==> images/placement.png <==
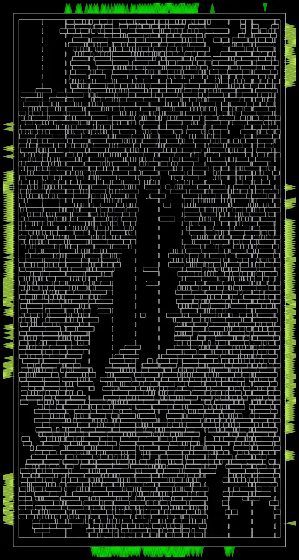
==> images/wires.png <==
Bar = 50 um.
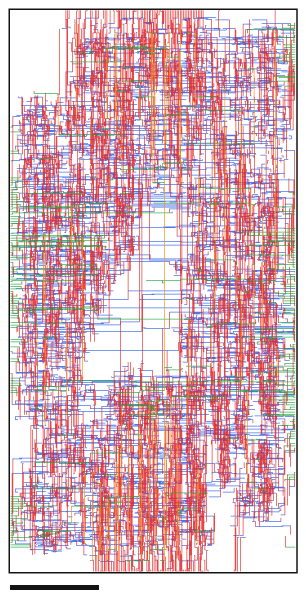
==> images/placement_by_type.png <==
Bar = 50 um. Fill, decap, tap and diode cells in gray.
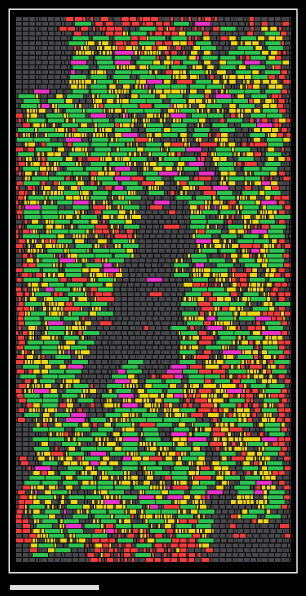
==> images/layer_met4.png <==
Bar = 50 um.
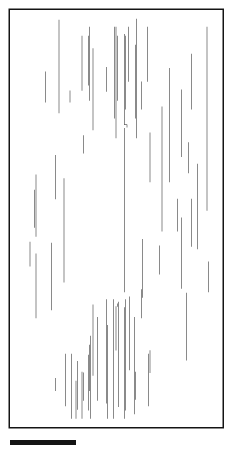
==> images/logic_types.png <==
Bar = 50 um.
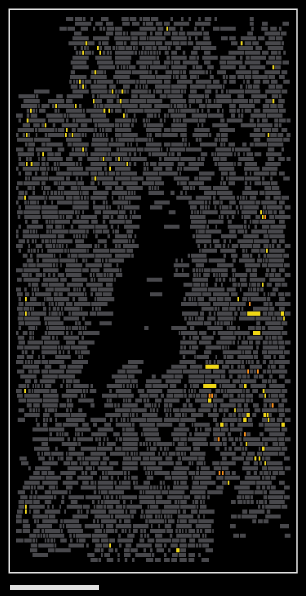
### config.mk
export PLATFORM = sky130hd
export DESIGN_NAME = read_loader_flat
export DESIGN_NICKNAME = d
export VERILOG_FILES = /design/src/rtl/BwaMemDefines.sv /design/src/rtl/Axi4StreamIf.sv /design/src/rtl/read_loader.sv /design/src/flat_wrapper.sv
export SDC_FILE = /design/constraint.sdc
export NUM_CORES = 1
export LEC_CHECK = 0
export CAP_MARGIN = 20
export CORE_ASPECT_RATIO = 2
export CORE_MARGIN = 3
export CORE_UTILIZATION = 49
export CTS_CLUSTER_SIZE = 25
export DETAILED_ROUTE_END_ITERATION = 12
export PLACE_DENSITY = 0.76
export SYNTH_ARGS = -nofsm -noshare
export SYNTH_HDL_FRONTEND = slang
export SYNTH_SLANG_ARGS = --single-unit
### constraint.sdc
create_clock -name clk -period 2.24 [get_ports clk]
set_input_delay 0.448 -clock clk [delete_from_list [all_inputs] [get_ports clk]]
set_output_delay 0.448 -clock clk [all_outputs]
set_load 0.01 [all_outputs]
### src/rtl/BwaMemDefines.sv
// BwaMemDefines -- shared types for the BWA-MEM read front end.
//   Symbol          : 3-bit base code (A, C, G, T, N).
//   RID_W           : width of a read id.
//   R_* / I_*       : state codes of the read loader's receive and issue FSMs.
//   fsm_dbg_t       : both FSM states, exported for observation.
//   nibble_to_sym() : converts a packed 4-bit nibble to a Symbol.
package BwaMemDefines;

    typedef enum logic [2:0] {
        sym_A = 3'd0,
        sym_C = 3'd1,
        sym_G = 3'd2,
        sym_T = 3'd3,
        sym_N = 3'd4
    } Symbol;

    localparam int RID_W = 16;

    // Receive FSM.
    localparam logic [1:0] R_Header = 2'd0;
    localparam logic [1:0] R_Data   = 2'd1;
    localparam logic [1:0] R_Drain  = 2'd2;

    // Issue FSM.
    localparam logic [1:0] I_Empty   = 2'd0;
    localparam logic [1:0] I_Ready   = 2'd1;
    localparam logic [1:0] I_Running = 2'd2;

    typedef struct packed {
        logic [1:0] rx_state;
        logic [1:0] issue_state;
    } fsm_dbg_t;

    // Nibbles 0..3 are real bases; every other code is an ambiguous base.
    function automatic Symbol nibble_to_sym(input logic [3:0] nib);
        Symbol s;
        case (nib)
            4'd0:    s = sym_A;
            4'd1:    s = sym_C;
            4'd2:    s = sym_G;
            4'd3:    s = sym_T;
            default: s = sym_N;
        endcase
        return s;
    endfunction

endpackage

### src/rtl/Axi4StreamIf.sv
// Axi4StreamIf -- minimal AXI4-Stream bundle.
//   tdata  : 8*DW_BYTES-bit payload
//   tvalid : source has a beat
//   tready : sink can take a beat
//   tlast  : final beat of a packet
// A beat transfers on a rising clock edge where tvalid and tready are both
// high; the source holds tdata/tlast stable while tvalid is high and tready
// is low, and tready may depend on sink state but never on tvalid.
interface Axi4StreamIf #(
    parameter int DW_BYTES = 8
);
    logic [8*DW_BYTES-1:0] tdata;
    logic                  tvalid;
    logic                  tready;
    logic                  tlast;

    modport master (output tdata, output tvalid, output tlast, input tready);
    modport slave  (input tdata, input tvalid, input tlast, output tready);
endinterface

### src/rtl/read_loader.sv
// read_loader -- unpacks fixed-length reads from a 64-bit AXI4-Stream and
// hands them one at a time to the seeder through a double buffer.
//   clk, reset_n  : single clock, asynchronous active-low reset
//   s_axis_read   : packets = 1 header beat (id in tdata[RID_W-1:0]) + NBEATS data beats
//   read, read_id : read currently presented to the seeder
//   start         : one-cycle pulse launching the seeder on the presented read
//   seed_finish   : seeder done pulse; seed_busy : seeder busy level
//   fmt_err       : one-cycle pulse per dropped malformed packet
//   read_cnt      : reads issued (wraps); drop_cnt : reads dropped (saturates)
//   fsm_state     : receive and issue FSM states for observation
module read_loader
    import BwaMemDefines::*;
#(
    parameter int READ_LEN      = 76,
    parameter int SYMS_PER_BEAT = 16
) (
    input  logic             clk,
    input  logic             reset_n,
    Axi4StreamIf.slave       s_axis_read,
    output Symbol            read [0:READ_LEN-1],
    output logic [RID_W-1:0] read_id,
    output logic             start,
    input  logic             seed_finish,
    input  logic             seed_busy,
    output logic             fmt_err,
    output logic [31:0]      read_cnt,
    output logic [15:0]      drop_cnt,
    output fsm_dbg_t         fsm_state
);

    localparam int NBEATS = (READ_LEN + SYMS_PER_BEAT - 1) / SYMS_PER_BEAT;
    localparam int BCW    = (NBEATS > 1) ? $clog2(NBEATS) : 1;
    localparam logic [BCW-1:0] LAST_BEAT = BCW'(NBEATS - 1);

    // Two read slots; pres_ptr selects the one driving the seeder, the
    // other is the fill slot written from the stream.
    Symbol            slot_sym [0:1][0:READ_LEN-1];
    logic [RID_W-1:0] slot_id  [0:1];
    logic [1:0]       slot_full;
    logic             pres_ptr;
    logic             fill_ptr;

    logic [1:0]       rx_state;
    logic [1:0]       issue_state;
    logic [BCW-1:0]   beat_cnt;
    logic             rx_en;

    logic             tready_int;
    logic             hs;
    logic             is_last;
    logic             drop;
    logic             fill_done;

    assign fill_ptr = ~pres_ptr;

    // rx_en keeps tready low through reset and the first cycle after it.
    always_comb begin
        tready_int = rx_en && ((rx_state == R_Drain) || !slot_full[fill_ptr]);
        hs         = s_axis_read.tvalid && tready_int;
        is_last    = (beat_cnt == LAST_BEAT);
        // A data beat is malformed exactly when tlast disagrees with being
        // the last beat; a header is malformed when it carries tlast.
        drop       = hs && (((rx_state == R_Header) && s_axis_read.tlast) ||
                            ((rx_state == R_Data) && (is_last != s_axis_read.tlast)));
        fill_done  = hs && (rx_state == R_Data) && is_last && s_axis_read.tlast;
    end

    assign s_axis_read.tready = tready_int;

    // Receive FSM, header capture, error reporting.
    always_ff @(posedge clk or negedge reset_n) begin
        if (!reset_n) begin
            rx_state   <= R_Header;
            beat_cnt   <= '0;
            rx_en      <= 1'b0;
            fmt_err    <= 1'b0;
            drop_cnt   <= '0;
            slot_id[0] <= '0;
            slot_id[1] <= '0;
        end else begin
            rx_en   <= 1'b1;
            fmt_err <= drop;
            if (drop && (drop_cnt != 16'hFFFF)) begin
                drop_cnt <= drop_cnt + 16'd1;
            end
            case (rx_state)
                R_Header: begin
                    if (hs) begin
                        slot_id[fill_ptr] <= s_axis_read.tdata[RID_W-1:0];
                        beat_cnt          <= '0;
                        if (!s_axis_read.tlast) begin
                            rx_state <= R_Data;
                        end
                    end
                end
                R_Data: begin
                    if (hs) begin
                        if (is_last) begin
                            // Missing tlast: swallow the rest of the packet.
                            rx_state <= s_axis_read.tlast ? R_Header : R_Drain;
                        end else if (s_axis_read.tlast) begin
                            rx_state <= R_Header;
                        end else begin
                            beat_cnt <= beat_cnt + 1'b1;
                        end
                    end
                end
                R_Drain: begin
                    if (hs && s_axis_read.tlast) begin
                        rx_state <= R_Header;
                    end
                end
                default: rx_state <= R_Header;
            endcase
        end
    end

    // Symbol unpacking into the fill slot. A dropped read leaves partial
    // data behind, which the next packet overwrites before it is marked full.
    always_ff @(posedge clk or negedge reset_n) begin
        if (!reset_n) begin
            for (int s = 0; s < 2; s++) begin
                for (int k = 0; k < READ_LEN; k++) begin
                    slot_sym[s][k] <= sym_N;
                end
            end
        end else if (hs && (rx_state == R_Data)) begin
            for (int k = 0; k < READ_LEN; k++) begin
                if (beat_cnt == BCW'(k / SYMS_PER_BEAT)) begin
                    slot_sym[fill_ptr][k] <=
                        nibble_to_sym(s_axis_read.tdata[4*(k % SYMS_PER_BEAT) +: 4]);
                end
            end
        end
    end

    // Issue FSM. The present slot is full exactly while in I_Ready or
    // I_Running. A fill that completes in the seed_finish cycle is not yet
    // visible here, so the swap happens one cycle later from I_Empty.
    always_ff @(posedge clk or negedge reset_n) begin
        if (!reset_n) begin
            slot_full   <= 2'b00;
            pres_ptr    <= 1'b0;
            issue_state <= I_Empty;
            start       <= 1'b0;
            read_cnt    <= '0;
        end else begin
            start <= 1'b0;
            if (fill_done) begin
                slot_full[fill_ptr] <= 1'b1;
            end
            case (issue_state)
                I_Empty: begin
                    if (slot_full[fill_ptr]) begin
                        pres_ptr    <= ~pres_ptr;
                        issue_state <= I_Ready;
                    end
                end
                I_Ready: begin
                    if (!seed_busy) begin
                        start       <= 1'b1;
                        read_cnt    <= read_cnt + 32'd1;
                        issue_state <= I_Running;
                    end
                end
                I_Running: begin
                    if (seed_finish) begin
                        slot_full[pres_ptr] <= 1'b0;
                        if (slot_full[fill_ptr]) begin
                            pres_ptr    <= ~pres_ptr;
                            issue_state <= I_Ready;
                        end else begin
                            issue_state <= I_Empty;
                        end
                    end
                end
                default: issue_state <= I_Empty;
            endcase
        end
    end

    always_comb begin
        for (int k = 0; k < READ_LEN; k++) begin
            read[k] = slot_sym[pres_ptr][k];
        end
        read_id = slot_id[pres_ptr];
    end

    assign fsm_state.rx_state    = rx_state;
    assign fsm_state.issue_state = issue_state;

endmodule

### src/flat_wrapper.sv
// flat-port wrapper written by rule: the top's interface ports become plain ports
module read_loader_flat import BwaMemDefines::*;
#(
    parameter int READ_LEN      = 76,
    parameter int SYMS_PER_BEAT = 16
)
  (clk, reset_n, read, read_id, start, seed_finish, seed_busy, fmt_err, read_cnt, drop_cnt, fsm_state, s_axis_read_tdata, s_axis_read_tvalid, s_axis_read_tlast, s_axis_read_tready);
  Axi4StreamIf #(.DW_BYTES(8)) s_axis_read_i ();
  input  logic clk;
  input  logic reset_n;
  output Symbol read[0:READ_LEN-1];
  output logic [RID_W-1:0] read_id;
  output logic start;
  input  logic seed_finish;
  input  logic seed_busy;
  output logic fmt_err;
  output logic [31:0] read_cnt;
  output logic [15:0] drop_cnt;
  output fsm_dbg_t fsm_state;
  input wire logic [$bits(s_axis_read_i.tdata)-1:0] s_axis_read_tdata;
  input wire logic [$bits(s_axis_read_i.tvalid)-1:0] s_axis_read_tvalid;
  input wire logic [$bits(s_axis_read_i.tlast)-1:0] s_axis_read_tlast;
  output wire logic [$bits(s_axis_read_i.tready)-1:0] s_axis_read_tready;
  assign s_axis_read_i.tdata = s_axis_read_tdata;
  assign s_axis_read_i.tvalid = s_axis_read_tvalid;
  assign s_axis_read_i.tlast = s_axis_read_tlast;
  assign s_axis_read_tready = s_axis_read_i.tready;
  read_loader #(.READ_LEN(READ_LEN), .SYMS_PER_BEAT(SYMS_PER_BEAT)) u_core (.clk(clk), .reset_n(reset_n), .s_axis_read(s_axis_read_i), .read(read), .read_id(read_id), .start(start), .seed_finish(seed_finish), .seed_busy(seed_busy), .fmt_err(fmt_err), .read_cnt(read_cnt), .drop_cnt(drop_cnt), .fsm_state(fsm_state));
endmodule
==> qor.yml <==
worst_setup_path:
  reg2reg_depth: 8
  worstPathMaxFanout: 15
  timing.rr.end: "u_core.slot_sym[335]$_DFFE_PN1P_"
  r2r_setup_slack_ns: -0.17
  cp-end-kind: "output port"
  critPathKind: "flip-flop to output port"
layout:
  nMultiInputCombCells: 1403
  clkCellAreaFrac: 0.0557
  fillers: 3580
  dominant-cell-class: "registers"
  layout-drive-gt1-share: 0.353
  seq_area_frac: 0.447
  final-nonclk-buf-share: 0.176
  comb_share: 0.295
  inverters_excl_clock: 11
  fin_nets: 2634
final_timing:
  finalCriticalPeriod_ns: 2.61
  skew_ns: 0.0197
  worst_slack_ns: -0.370
  slew_headroom: 0.521
  final-hold-violation-count: 0
  setup_viol: 336
  finalMaxSlewViolations: 0
  fmax_mhz: 383
synth:
  async_reset_ff_frac: 1.00
  syn-cell-area_um2: 23600
  synthCells: 2105
  logic_family: "multiplexers"
  ys_cells: 2105
  synth-xor-area-share: 0.0171
  most_common_cell: "nand2_1"
  synth_area_leader_cell: "dfrtp_1"
  aoi_share: 0.0906
  ys_top_cells_by_count: "nand2_1, dfrtp_1, o21ai_0"
  yosys-top-cells-area: "dfrtp_1, dfstp_2, mux2_2"
global_routing:
  track_usage: 0.261
  grt_max_degree: 97
floorplanning:
  nWellTaps: 632
  dieWidth_um: 161
  dieArea_um2: 51000
detailed_routing:
  drc: 0
  drt_wl_total_um: 69200
  wl_per_cell_um: 21.4
  first_iter_violations: 1156
clock_network:
  ctsHoldBuffers: 1
  cts_inserted_buffers: 48
job:
  drv_cap: 0
power:
  switchingPower_mw: 9.86
run_status:
  violations: "setup timing"
  status: "finished, violations left"
Notes on placement.png above:
Finished Core Util: 0.655
row cnt: 113
Non-Filler Instances: 3228

Notes on wires.png above:
metal 3: marked green, wire length 3570 um. metal 4: marked orange, wire length 3360 um. metal 2: marked red, wire length 36.8 mm. metal 1: marked blue, wire length 25.5 mm.

Notes on placement_by_type.png above:
remaining buffers and delay cells: marked red, cells 543, share of their area 18%. combinational and other logic: marked yellow, cells 1414, share of their area 30%. sequential cells: marked green, cells 549, share of their area 46%. clock drivers and dummy loads: marked magenta, cells 90, share of their area 5.7%.

Notes on layer_met4.png above:
The wires run mostly vertical. 55 nets have wire on it. The layer holds 4.9% of the routed length. The layer carries 3360 um of wire. The longest straight run is 139 um.

Notes on logic_types.png above:
inv cells: marked orange, cells 11, most used inv_1. nor cells: marked yellow, cells 74, most used nor2_1, where widely spread.

routing by layer:
metal,routed length (um),vias to the layer above,track usage
met4,3360,0,0.118
met2,36800,569,0.479
met3,3570,156,0.0452
met5,0,-,0
li1,-,8066,-
met1,25500,8792,0.295
registers in the layout, summed over array words and instances (netlist names), 2 cells and up:
signal	cells
u_core.issue_state	2
u_core.read_cnt	32
u_core.slot_sym	456
u_core.slot_full	2
u_core.rx_state	2
u_core.slot_id	32
u_core.beat_cnt	3
u_core.drop_cnt	16
worst max-delay path: stages, from the launching register on:
cell and delay (ns):
dfrtp_4 0.48, buf_12 0.14, buf_12 0.16, buf_12 0.17, mux2_2 0.38, clkdlybuf4s15_2 0.25
No activity file was given, so power comes from the tool's default toggle rates.
